[config.mk]
export PLATFORM = sky130hd
export DESIGN_NAME = axi_burst_master
export DESIGN_NICKNAME = d
export VERILOG_FILES = /design/src/rtl/axi_burst_master.sv
export SDC_FILE = /design/constraint.sdc
export NUM_CORES = 2
export LEC_CHECK = 0
export ABC_CLOCK_PERIOD_IN_PS = 37600
export CAP_MARGIN = 25
export CORE_AREA = 2 2 591 593
export DETAILED_ROUTE_END_ITERATION = 7
export DIE_AREA = 0 0 593 595
export GPL_TIMING_DRIVEN = 0
export HOLD_SLACK_MARGIN = 0.06
export SETUP_SLACK_MARGIN = 0.4
export SLEW_MARGIN = 40
export SYNTH_ARGS = -nofsm -noshare
export SYNTH_HDL_FRONTEND = slang
export SYNTH_SLANG_ARGS = --single-unit
[constraint.sdc]
create_clock -name ACLK -period 37.6 [get_ports ACLK]
set_input_delay 7.52 -clock ACLK [delete_from_list [all_inputs] [get_ports ACLK]]
set_output_delay 7.52 -clock ACLK [all_outputs]
set_load 0.03 [all_outputs]
[src/rtl/axi_burst_master.sv]
// AXI4 cache-line master: posted write queue drained as INCR bursts, one-line reads.
// Optional macro AXI_RAW_ORDER_EN holds off reads that hit a queued or in-flight write line.
module axi_burst_master #(
   parameter  int ADDR_W   = 27,
   parameter  int DATA_W   = 128,
   parameter  int BEATS    = 4,
   parameter  int WQ_DEPTH = 4,
   parameter  int ID_W     = 4,
   localparam int LINE_W   = BEATS * DATA_W
) (
   input  logic                ACLK,
   input  logic                ARESETN,
   input  logic                wr_req,
   output logic                wr_ready,
   input  logic [ADDR_W-1:0]   wr_addr,
   input  logic [LINE_W-1:0]   wr_data,
   output logic                wr_idle,
   output logic                wr_err,
   input  logic                rd_req,
   output logic                rd_ready,
   input  logic [ADDR_W-1:0]   rd_addr,
   output logic                rd_valid,
   output logic [LINE_W-1:0]   rd_data,
   output logic                rd_err,
   output logic [ID_W-1:0]     M_AXI_AWID,
   output logic [ADDR_W-1:0]   M_AXI_AWADDR,
   output logic [7:0]          M_AXI_AWLEN,
   output logic [2:0]          M_AXI_AWSIZE,
   output logic [1:0]          M_AXI_AWBURST,
   output logic                M_AXI_AWLOCK,
   output logic [3:0]          M_AXI_AWCACHE,
   output logic [2:0]          M_AXI_AWPROT,
   output logic [3:0]          M_AXI_AWQOS,
   output logic                M_AXI_AWVALID,
   input  logic                M_AXI_AWREADY,
   output logic [DATA_W-1:0]   M_AXI_WDATA,
   output logic [DATA_W/8-1:0] M_AXI_WSTRB,
   output logic                M_AXI_WLAST,
   output logic                M_AXI_WVALID,
   input  logic                M_AXI_WREADY,
   input  logic [ID_W-1:0]     M_AXI_BID,
   input  logic [1:0]          M_AXI_BRESP,
   input  logic                M_AXI_BVALID,
   output logic                M_AXI_BREADY,
   output logic [ID_W-1:0]     M_AXI_ARID,
   output logic [ADDR_W-1:0]   M_AXI_ARADDR,
   output logic [7:0]          M_AXI_ARLEN,
   output logic [2:0]          M_AXI_ARSIZE,
   output logic [1:0]          M_AXI_ARBURST,
   output logic                M_AXI_ARLOCK,
   output logic [3:0]          M_AXI_ARCACHE,
   output logic [2:0]          M_AXI_ARPROT,
   output logic [3:0]          M_AXI_ARQOS,
   output logic                M_AXI_ARVALID,
   input  logic                M_AXI_ARREADY,
   input  logic [ID_W-1:0]     M_AXI_RID,
   input  logic [DATA_W-1:0]   M_AXI_RDATA,
   input  logic [1:0]          M_AXI_RRESP,
   input  logic                M_AXI_RLAST,
   input  logic                M_AXI_RVALID,
   output logic                M_AXI_RREADY
);
   localparam int OFF = $clog2(LINE_W / 8);
   localparam int BW  = (BEATS > 1) ? $clog2(BEATS) : 1;
   localparam int AW  = $clog2(WQ_DEPTH);
   localparam logic [BW-1:0] LAST_BEAT = BW'(BEATS - 1);

   typedef enum logic [1:0] {W_IDLE, W_ADDR, W_DATA, W_RESP} wstate_t;
   typedef enum logic [1:0] {R_IDLE, R_ADDR, R_DATA} rstate_t;

   wstate_t             wstate;
   rstate_t             rstate;
   logic [ADDR_W-1:0]   q_addr [WQ_DEPTH];
   logic [LINE_W-1:0]   q_line [WQ_DEPTH];
   logic [LINE_W-1:0]   w_line;
   logic [AW:0]         wptr, rptr;
   logic                full, empty, push, pop;
   logic [BW-1:0]       wbeat, wbeat_nxt, rbeat;
   logic                r_acc, r_err_nxt;
   logic                unused_in;

   function automatic logic [ADDR_W-1:0] align(input logic [ADDR_W-1:0] a);
      return {a[ADDR_W-1:OFF], {OFF{1'b0}}};
   endfunction

   assign M_AXI_AWID    = '0;
   assign M_AXI_AWLEN   = 8'(BEATS - 1);
   assign M_AXI_AWSIZE  = 3'($clog2(DATA_W / 8));
   assign M_AXI_AWBURST = 2'b01;
   assign M_AXI_AWLOCK  = 1'b0;
   assign M_AXI_AWCACHE = 4'b0010;
   assign M_AXI_AWPROT  = 3'b000;
   assign M_AXI_AWQOS   = 4'b0000;
   assign M_AXI_WSTRB   = '1;
   assign M_AXI_ARID    = '0;
   assign M_AXI_ARLEN   = 8'(BEATS - 1);
   assign M_AXI_ARSIZE  = 3'($clog2(DATA_W / 8));
   assign M_AXI_ARBURST = 2'b01;
   assign M_AXI_ARLOCK  = 1'b0;
   assign M_AXI_ARCACHE = 4'b0010;
   assign M_AXI_ARPROT  = 3'b000;
   assign M_AXI_ARQOS   = 4'b0000;

   assign unused_in = ^{M_AXI_BID, M_AXI_RID, wr_addr[OFF-1:0], rd_addr[OFF-1:0]};

   // Pointers carry one extra wrap bit: equal low bits plus differing MSB means full.
   assign full      = (wptr[AW] != rptr[AW]) && (wptr[AW-1:0] == rptr[AW-1:0]);
   assign empty     = (wptr == rptr);
   assign wr_ready  = !full;
   assign push      = wr_req && !full;
   assign pop       = (wstate == W_IDLE) && !empty;
   assign wr_idle   = empty && (wstate == W_IDLE);
   assign wbeat_nxt = wbeat + 1'b1;
   assign r_err_nxt = r_acc | (M_AXI_RRESP != 2'b00) | (M_AXI_RLAST != (rbeat == LAST_BEAT));

   always_ff @(posedge ACLK) begin
      if (push) begin
         q_addr[wptr[AW-1:0]] <= align(wr_addr);
         q_line[wptr[AW-1:0]] <= wr_data;
      end
      if (pop)
         w_line <= q_line[rptr[AW-1:0]];
   end

   always_ff @(posedge ACLK or negedge ARESETN) begin
      if (!ARESETN)
         wptr <= '0;
      else if (push)
         wptr <= wptr + 1'b1;
   end

   always_ff @(posedge ACLK or negedge ARESETN) begin
      if (!ARESETN) begin
         wstate        <= W_IDLE;
         rptr          <= '0;
         wbeat         <= '0;
         M_AXI_AWADDR  <= '0;
         M_AXI_AWVALID <= 1'b0;
         M_AXI_WDATA   <= '0;
         M_AXI_WVALID  <= 1'b0;
         M_AXI_WLAST   <= 1'b0;
         M_AXI_BREADY  <= 1'b0;
         wr_err        <= 1'b0;
      end else begin
         wr_err <= 1'b0;
         case (wstate)
            W_IDLE: if (pop) begin
               M_AXI_AWADDR  <= q_addr[rptr[AW-1:0]];
               M_AXI_AWVALID <= 1'b1;
               rptr          <= rptr + 1'b1;
               wstate        <= W_ADDR;
            end
            W_ADDR: if (M_AXI_AWREADY) begin
               M_AXI_AWVALID <= 1'b0;
               M_AXI_WVALID  <= 1'b1;
               M_AXI_WDATA   <= w_line[DATA_W-1:0];
               M_AXI_WLAST   <= (BEATS == 1);
               wbeat         <= '0;
               wstate        <= W_DATA;
            end
            W_DATA: if (M_AXI_WREADY) begin
               if (wbeat == LAST_BEAT) begin
                  M_AXI_WVALID <= 1'b0;
                  M_AXI_WLAST  <= 1'b0;
                  M_AXI_BREADY <= 1'b1;
                  wstate       <= W_RESP;
               end else begin
                  wbeat        <= wbeat_nxt;
                  M_AXI_WDATA  <= w_line[wbeat_nxt*DATA_W +: DATA_W];
                  M_AXI_WLAST  <= (wbeat_nxt == LAST_BEAT);
               end
            end
            W_RESP: if (M_AXI_BVALID) begin
               M_AXI_BREADY <= 1'b0;
               wr_err       <= (M_AXI_BRESP != 2'b00);
               wstate       <= W_IDLE;
            end
            default: wstate <= W_IDLE;
         endcase
      end
   end

`ifdef AXI_RAW_ORDER_EN
   logic        raw_hit;
   logic [AW:0] qcount;
   assign qcount = wptr - rptr;

   // A line is pending while it sits in a live queue slot or is the burst in progress.
   always_comb begin
      logic [AW-1:0] off;
      off     = '0;
      raw_hit = (wstate != W_IDLE) && (M_AXI_AWADDR == align(rd_addr));
      for (int i = 0; i < WQ_DEPTH; i++) begin
         off = AW'(i) - rptr[AW-1:0];
         if (({1'b0, off} < qcount) && (q_addr[i] == align(rd_addr)))
            raw_hit = 1'b1;
      end
   end

   assign rd_ready = (rstate == R_IDLE) && !raw_hit;
`else
   assign rd_ready = (rstate == R_IDLE);
`endif

   always_ff @(posedge ACLK or negedge ARESETN) begin
      if (!ARESETN) begin
         rstate        <= R_IDLE;
         rbeat         <= '0;
         r_acc         <= 1'b0;
         M_AXI_ARADDR  <= '0;
         M_AXI_ARVALID <= 1'b0;
         M_AXI_RREADY  <= 1'b0;
         rd_valid      <= 1'b0;
         rd_err        <= 1'b0;
         rd_data       <= '0;
      end else begin
         rd_valid <= 1'b0;
         rd_err   <= 1'b0;
         case (rstate)
            R_IDLE: if (rd_req && rd_ready) begin
               M_AXI_ARADDR  <= align(rd_addr);
               M_AXI_ARVALID <= 1'b1;
               rstate        <= R_ADDR;
            end
            R_ADDR: if (M_AXI_ARREADY) begin
               M_AXI_ARVALID <= 1'b0;
               M_AXI_RREADY  <= 1'b1;
               rbeat         <= '0;
               r_acc         <= 1'b0;
               rstate        <= R_DATA;
            end
            R_DATA: if (M_AXI_RVALID) begin
               rd_data[rbeat*DATA_W +: DATA_W] <= M_AXI_RDATA;
               // Completion follows the beat count; a misplaced RLAST only flags an error.
               if (rbeat == LAST_BEAT) begin
                  M_AXI_RREADY <= 1'b0;
                  rd_valid     <= 1'b1;
                  rd_err       <= r_err_nxt;
                  rstate       <= R_IDLE;
               end else begin
                  rbeat <= rbeat + 1'b1;
                  r_acc <= r_err_nxt;
               end
            end
            default: rstate <= R_IDLE;
         endcase
      end
   end
endmodule

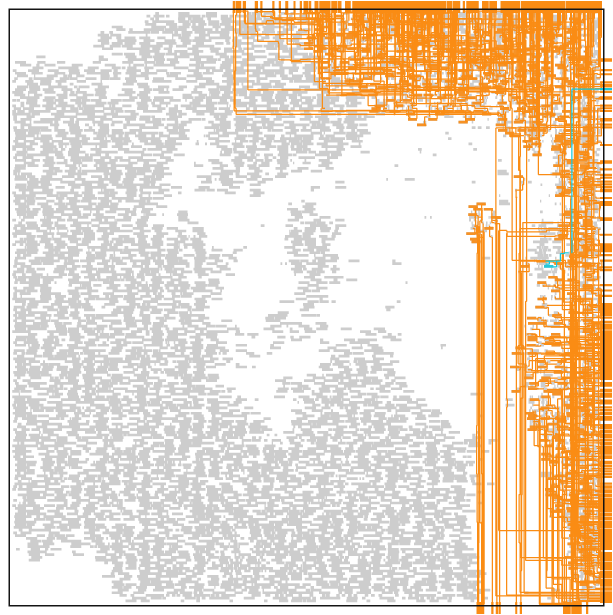
Figure 1: nets reached from selected ports.
Drawn at 1 px/µm.
[`rd_data`] orange | direction: output | edge: 269 north, 216 east, 27 south | end cells: 512 | buffers: 512 | wire: 54.8 mm
[`M_AXI_RREADY`] cyan | direction: output | edge: east | end cells: 1 | buffers: 1 | wire: 242 µm

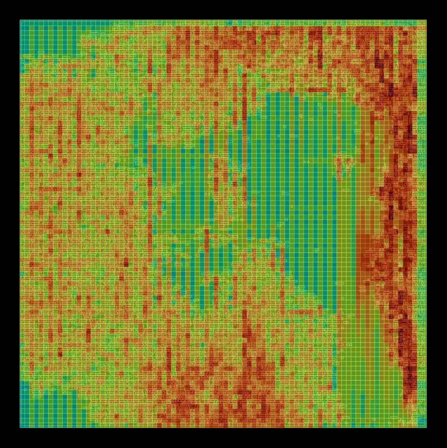
Figure 2: track usage over the die.
M3 GR Usage: 0.0889
met2 usage: 0.397
GRT Total Usage: 0.239
grt met1 use: 0.264

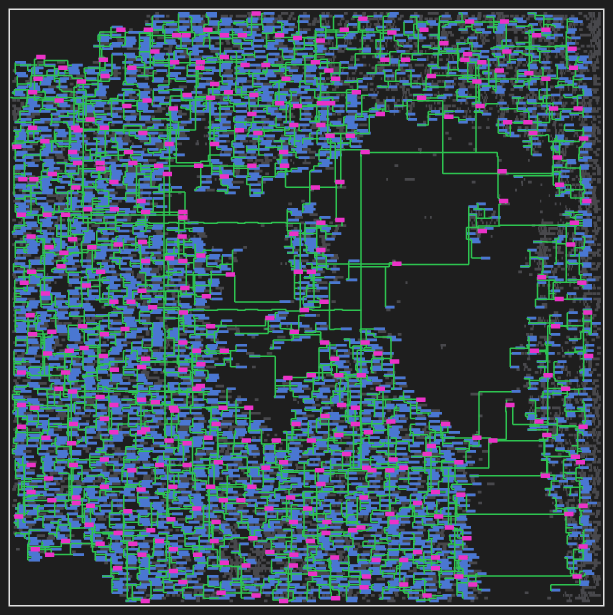
Figure 3: clock distribution.
Drawn at 1 px/µm.
[flip-flops] blue | count: 3,350
[clock drivers] magenta | count: 357
[clock wires] green | length: 41.1 mm
flops lie: widely spread
routed clock nets: 358

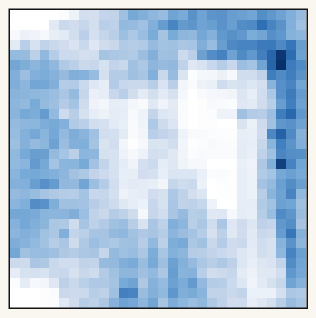
Figure 4: signal metal coverage by tile.
Drawn at 0.5 px/µm. The die is cut into 30 by 30 equal tiles; white is low, dark blue is high, scaled to the fullest tile. Values are wire area over tile area, all layers added.
emptiest ninth of the die: center
nearly empty tiles: 5.3%
mean over tiles: 0.21
densest ninth of the die: north-east

==> run notes <==
flow finished, numbers: status=completed, crit path kind=register to output pin, Bufs and invs on worst path=3, top cell category=sequential cells, Clock Tree Buf Depth=4, routed vias=68.0k, tool warning count=72, logic share of the area=0.160, Synth Seq Share=0.781, CP startpoint=wstate[1], setup skew after layout=0.0499 ns, Comb area=between 20,000 and 30,000 µm², vias in the first global route=about 69k, hold violation count in the final report=0, Area after DPL=between 100,000 and 150,000 µm², worst r2r dst=M_AXI_WDATA[20], final max-slew violation count=0, met3 wire len=42,800 µm, Peak VDD IR=0.0000586 V, Post-synth ARST share=0.211, FFs & Latches=~3.4k, Registers, synthesis=3,350, # Post-CTS Setup Buffers=0, FF-to-FF Start=wbeat[0], post-synthesis adder-cell area fraction=0.00171, top routing layer in use=met5, ao+oa area frac=0.0265, nets=approximately 8.8k, Post-synth area hogs=edfxtp_1 (64%), dfrtp_1 (14%), mux4_2 (12%), XORs/XNORs by Area=0.000775, Logic power comb=around 4.3 mW, cell-by-cell trace of the critical path=inv_1 -> ha_1 -> inv_1 -> nor4_1 -> clkdlybuf4s50_1, min Tclk post-route=10.89 ns, die width=593 µm, seq pwr=5.68 mW, nonclk inv count=14, leading power group=registers, worst reg2reg path depth=10, crit path DRT=around 30 ns, critical path capture point=wr_idle, leading area contributor after synthesis=edfxtp_1, layout cells sized above 1=0.229, simple share=0.0252
==> state kept, by name, indices dropped and copies added, names as in the netlist, 3 cells and up <==
signal and flops:
M_AXI_WDATA 128, rptr 3, q_addr 84, rd_data 512
w_line 512, wptr 3, q_line 2048, M_AXI_ARADDR 21
M_AXI_AWADDR 21
==> synth_stat cells, drive strengths merged, types with 4 or more instances <==
cell type,count
inv,14
mux2i,4
nand4b,4
ha,17
a31oi,4
o21ai,393
clkbuf,190
nand2b,4
buf,233
a22o,129
a21oi,6
nand2,779
mux4,661
edfxtp,2644
xor2,7
mux2,300
nor2,4
xnor2,4
dfrtp,706
Power is estimated from default activity; no workload was simulated.
